## config.mk

```make
export PLATFORM = sky130hd
export DESIGN_NAME = musa_program_loader
export DESIGN_NICKNAME = d
export VERILOG_FILES = /design/src/rtl/musa_program_loader.sv
export SDC_FILE = /design/constraint.sdc
export NUM_CORES = 1
export LEC_CHECK = 0
export CAP_MARGIN = 20
export CORE_MARGIN = 2
export CORE_UTILIZATION = 65
export CTS_CLUSTER_SIZE = 25
export DETAILED_ROUTE_END_ITERATION = 16
export DONT_BUFFER_PORTS = 1
export PLACE_DENSITY_LB_ADDON = 0.12
export SYNTH_ARGS = -nofsm -noshare
export SYNTH_HDL_FRONTEND = slang
export SYNTH_SLANG_ARGS = --single-unit
```

## constraint.sdc

```tcl
create_clock -name clk -period 4.9 [get_ports clk]
set_clock_uncertainty 0.2 [all_clocks]
set_input_delay 0.98 -clock clk [delete_from_list [all_inputs] [get_ports clk]]
set_output_delay 0.98 -clock clk [all_outputs]
set_load 0.005 [all_outputs]
```

## src/rtl/musa_program_loader.sv

```systemverilog
// Program loader for the MUSA instruction memory: parses a framed byte stream,
// writes big-endian words from address 0 and releases the core on a good checksum.
module musa_program_loader #(
    parameter int ADDR_WIDTH     = 18,
    parameter int DEPTH_WORDS    = 1024,
    parameter int TIMEOUT_CYCLES = 65535
) (
    input  logic                  clk,
    input  logic                  rst_n,
    input  logic                  in_valid,
    input  logic [7:0]            in_byte,
    output logic                  in_ready,
    output logic [ADDR_WIDTH-1:0] imem_address,
    output logic [31:0]           imem_data,
    output logic                  imem_wren,
    output logic                  core_rst_n,
    output logic                  busy,
    output logic                  done,
    output logic                  error,
    output logic [1:0]            err_code
);

    localparam int               TMO_W      = $clog2(TIMEOUT_CYCLES + 1);
    localparam logic [TMO_W-1:0] TMO_LAST   = TMO_W'(TIMEOUT_CYCLES - 1);
    localparam logic [16:0]      DEPTH_MAX  = 17'(DEPTH_WORDS);
    localparam logic [7:0]       SYNC_BYTE  = 8'hA5;

    typedef enum logic [2:0] {
        ST_IDLE,
        ST_LEN_HI,
        ST_LEN_LO,
        ST_DATA,
        ST_CHECK,
        ST_RUN
    } state_t;

    state_t                state_q, state_d;
    logic                  in_ready_q, in_ready_d;
    logic [7:0]            len_hi_q, len_hi_d;
    logic [15:0]           n_q, n_d;
    logic [15:0]           word_idx_q, word_idx_d;
    logic [1:0]            byte_idx_q, byte_idx_d;
    logic [23:0]           shift_q, shift_d;
    logic [7:0]            chk_q, chk_d;
    logic [TMO_W-1:0]      tmo_q, tmo_d;
    logic [ADDR_WIDTH-1:0] imem_addr_q, imem_addr_d;
    logic [31:0]           imem_data_q, imem_data_d;
    logic                  imem_wren_q, imem_wren_d;
    logic                  core_rst_n_q, core_rst_n_d;
    logic                  busy_q, busy_d;
    logic                  done_q, done_d;
    logic                  error_q, error_d;
    logic [1:0]            err_code_q, err_code_d;

    logic                  accept;
    logic [15:0]           len_now;
    logic                  in_frame;

    assign accept   = in_valid && in_ready_q;
    assign len_now  = {len_hi_q, in_byte};
    assign in_frame = (state_q == ST_LEN_HI) || (state_q == ST_LEN_LO) ||
                      (state_q == ST_DATA)   || (state_q == ST_CHECK);

    always_comb begin
        state_d      = state_q;
        in_ready_d   = 1'b1;
        len_hi_d     = len_hi_q;
        n_d          = n_q;
        word_idx_d   = word_idx_q;
        byte_idx_d   = byte_idx_q;
        shift_d      = shift_q;
        chk_d        = chk_q;
        tmo_d        = '0;
        imem_addr_d  = imem_addr_q;
        imem_data_d  = imem_data_q;
        imem_wren_d  = 1'b0;
        core_rst_n_d = core_rst_n_q;
        done_d       = done_q;
        error_d      = error_q;
        err_code_d   = err_code_q;

        // An accepted byte always beats an expiring idle counter.
        if (in_frame && !accept) begin
            if (tmo_q == TMO_LAST) begin
                state_d      = ST_IDLE;
                error_d      = 1'b1;
                err_code_d   = 2'b11;
                core_rst_n_d = 1'b0;
            end else begin
                tmo_d = tmo_q + TMO_W'(1);
            end
        end

        if (accept) begin
            case (state_q)
                ST_IDLE: begin
                    if (in_byte == SYNC_BYTE) begin
                        state_d    = ST_LEN_HI;
                        error_d    = 1'b0;
                        err_code_d = 2'b00;
                        chk_d      = 8'h00;
                    end
                end
                ST_RUN: begin
                    if (in_byte == SYNC_BYTE) begin
                        state_d      = ST_LEN_HI;
                        core_rst_n_d = 1'b0;
                        done_d       = 1'b0;
                        chk_d        = 8'h00;
                    end
                end
                ST_LEN_HI: begin
                    len_hi_d = in_byte;
                    state_d  = ST_LEN_LO;
                end
                ST_LEN_LO: begin
                    n_d        = len_now;
                    word_idx_d = '0;
                    byte_idx_d = '0;
                    if ({1'b0, len_now} > DEPTH_MAX) begin
                        state_d    = ST_IDLE;
                        error_d    = 1'b1;
                        err_code_d = 2'b01;
                    end else if (len_now == 16'd0) begin
                        state_d = ST_CHECK;
                    end else begin
                        state_d = ST_DATA;
                    end
                end
                ST_DATA: begin
                    chk_d = chk_q ^ in_byte;
                    if (byte_idx_q == 2'd3) begin
                        imem_wren_d = 1'b1;
                        imem_addr_d = ADDR_WIDTH'(word_idx_q);
                        imem_data_d = {shift_q, in_byte};
                        byte_idx_d  = 2'd0;
                        word_idx_d  = word_idx_q + 16'd1;
                        if (word_idx_q == n_q - 16'd1) begin
                            state_d = ST_CHECK;
                        end
                    end else begin
                        shift_d    = {shift_q[15:0], in_byte};
                        byte_idx_d = byte_idx_q + 2'd1;
                    end
                end
                ST_CHECK: begin
                    if (in_byte == chk_q) begin
                        state_d      = ST_RUN;
                        core_rst_n_d = 1'b1;
                        done_d       = 1'b1;
                    end else begin
                        state_d      = ST_IDLE;
                        error_d      = 1'b1;
                        err_code_d   = 2'b10;
                        core_rst_n_d = 1'b0;
                    end
                end
                default: state_d = ST_IDLE;
            endcase
        end

        busy_d = (state_d == ST_LEN_HI) || (state_d == ST_LEN_LO) ||
                 (state_d == ST_DATA)   || (state_d == ST_CHECK);
    end

    always_ff @(posedge clk) begin
        if (!rst_n) begin
            state_q      <= ST_IDLE;
            in_ready_q   <= 1'b0;
            len_hi_q     <= '0;
            n_q          <= '0;
            word_idx_q   <= '0;
            byte_idx_q   <= '0;
            shift_q      <= '0;
            chk_q        <= '0;
            tmo_q        <= '0;
            imem_addr_q  <= '0;
            imem_data_q  <= '0;
            imem_wren_q  <= 1'b0;
            core_rst_n_q <= 1'b0;
            busy_q       <= 1'b0;
            done_q       <= 1'b0;
            error_q      <= 1'b0;
            err_code_q   <= '0;
        end else begin
            state_q      <= state_d;
            in_ready_q   <= in_ready_d;
            len_hi_q     <= len_hi_d;
            n_q          <= n_d;
            word_idx_q   <= word_idx_d;
            byte_idx_q   <= byte_idx_d;
            shift_q      <= shift_d;
            chk_q        <= chk_d;
            tmo_q        <= tmo_d;
            imem_addr_q  <= imem_addr_d;
            imem_data_q  <= imem_data_d;
            imem_wren_q  <= imem_wren_d;
            core_rst_n_q <= core_rst_n_d;
            busy_q       <= busy_d;
            done_q       <= done_d;
            error_q      <= error_d;
            err_code_q   <= err_code_d;
        end
    end

    assign in_ready     = in_ready_q;
    assign imem_address = imem_addr_q;
    assign imem_data    = imem_data_q;
    assign imem_wren    = imem_wren_q;
    assign core_rst_n   = core_rst_n_q;
    assign busy         = busy_q;
    assign done         = done_q;
    assign error        = error_q;
    assign err_code     = err_code_q;

endmodule

```

sizing.png
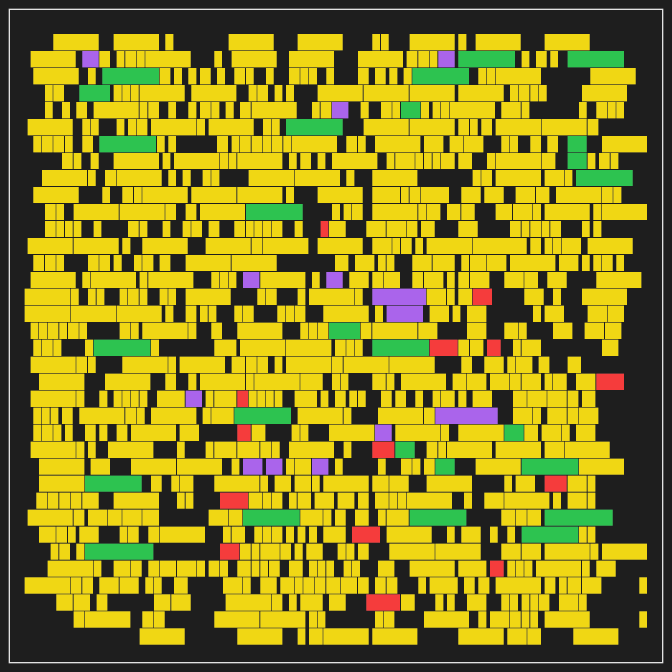
- x2: red (cells 14; share 1.7%; most used or2_2)
- x1 and smaller: yellow (cells 759; share 93%; most used nand2_1)
- x3 and x4: purple (cells 13; share 1.6%; most used buf_4)
- x6 and larger: green (cells 26; share 3.2%; most used clkbuf_16)
layout-stage area growth over the synthesis result: 9.14%
post-route cell area: 7160 um2
final setup margin: 1890 ps
number of non-clock buffers in the layout: 7

placed.png
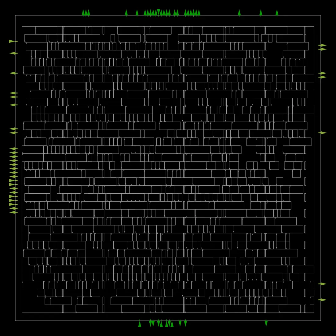
share of the core filled with cells: 0.732
total number of placement rows: 36
core footprint: 9770 um2
number of well taps: 133
number of sequential storage elements: 149

==> qor.csv <==
stage;metric;value;unit
status;run_status;completed;
setup_path;regToRegEndpoint;busy$_SDFF_PN0_;
drt;ant_nets;0;
floorplanning;dieWidth;104;um
drt;detail_route.first_pass.iterations;5;
power;pwr_density_cell;351;nW/um2
final_layout;combinational_gate_count;612;
setup_path;timing.critical_path.arrival;3230;ps
synth;postSynth.asyncResetShare;0;
power;total_leakage_power;2.40;nW
run;drv_cap;0;
place;detailedPlacementHpwl;10300;um
final_layout;clock_buffers;20;
final_layout;fin_nets;815;
cts;post_cts.resized_instances;0;
final_layout;final_cell_count_no_fill;945;
cts;clock-sinks;149;
drt;num_vias;5649;
run;warning_count;27;
final_layout;antennaDiodeCount;0;
final_timing;post-route-period-util;0.615;
synth;common_cells;201 x sky130_fd_sc_hd__nand2_1, 149 x sky130_fd_sc_hd__dfxtp_1, 108 x sky130_fd_sc_hd__a21oi_1;
synth;edf_count;0;
setup_path;critPathCaptureType;register;
setup_path;worstSetupPathDepth;10;
final_layout;comb_area_frac;0.466;
global_routing;wire_length_of_the_first_global_routing_pass;25400;um
final_timing;layout_min_cycle_time;3010;ps
cts;root_buffer;sky130_fd_sc_hd__clkbuf_8;
synth;simple_gate_area_frac;0.262;
place;globalplace.congestion;0.876;
final_layout;clock_tree_area_fraction;0.0806;
global_routing;grt_pass1_vias;5375;
drt;drt-total-wl;15200;um
place;input_output_buffers;0;
setup_path;worst_path_dominant_cell_family;simple AND/OR/NAND/NOR gates;
cts;clock.latency.late_pin;530;ps
synth;synth_top_cell_by_area;sky130_fd_sc_hd__dfxtp_1;
drt;m1WireLength;6520;um
cts;clock_tree_from_tritoncts;built;
final_layout;layout.cells.most_common_list;201 x sky130_fd_sc_hd__nand2_1, 149 x sky130_fd_sc_hd__dfxtp_1, 108 x sky130_fd_sc_hd__a21oi_1;
ff_map.png
Scale bar: 20 um. Other sequential cells in the stronger gray, the rest of the logic in the fainter gray.
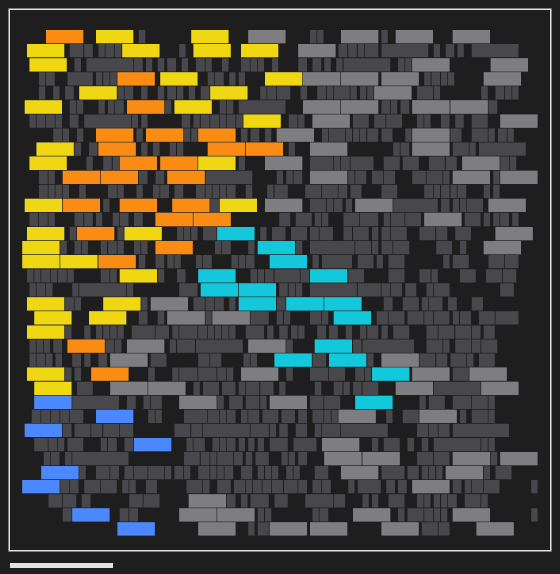
- imem_data: yellow (flops 32)
- chk_q: blue (flops 8; where lower left)
- shift_q: orange (flops 24)
- n_q: cyan (flops 16; where center)
- not colored: 69
Register Area: 2980 um2
sequential share of cell area: 0.417

## sequential cells by signal, summed over array words and instances, names as in the netlist, 2 cells and up
| signal | cells |
|---|---|
| chk_q | 8 |
| byte_idx_q | 2 |
| imem_data | 32 |
| tmo_q | 16 |
| len_hi_q | 8 |
| err_code | 2 |
| shift_q | 24 |
| n_q | 16 |
| state_q | 3 |
| word_idx_q | 16 |
| imem_address | 16 |
## power by group
part / switching (mW) / internal, mW / total [mW] / leakage [nW]
clock network: 0.521 / 0.748 / 1.27 / 0.278
registers: 0.000457 / 1.21 / 1.21 / 1.20
logic: 0.0224 / 0.00619 / 0.0286 / 0.927
## routing by layer
layer	GRT usage	vias up
li1	-	2741
met1	0.371	2675
met2	0.454	190
met3	0.0796	43
met4	0.115	0
met5	0	-
Power and IR drop assume default switching activity.
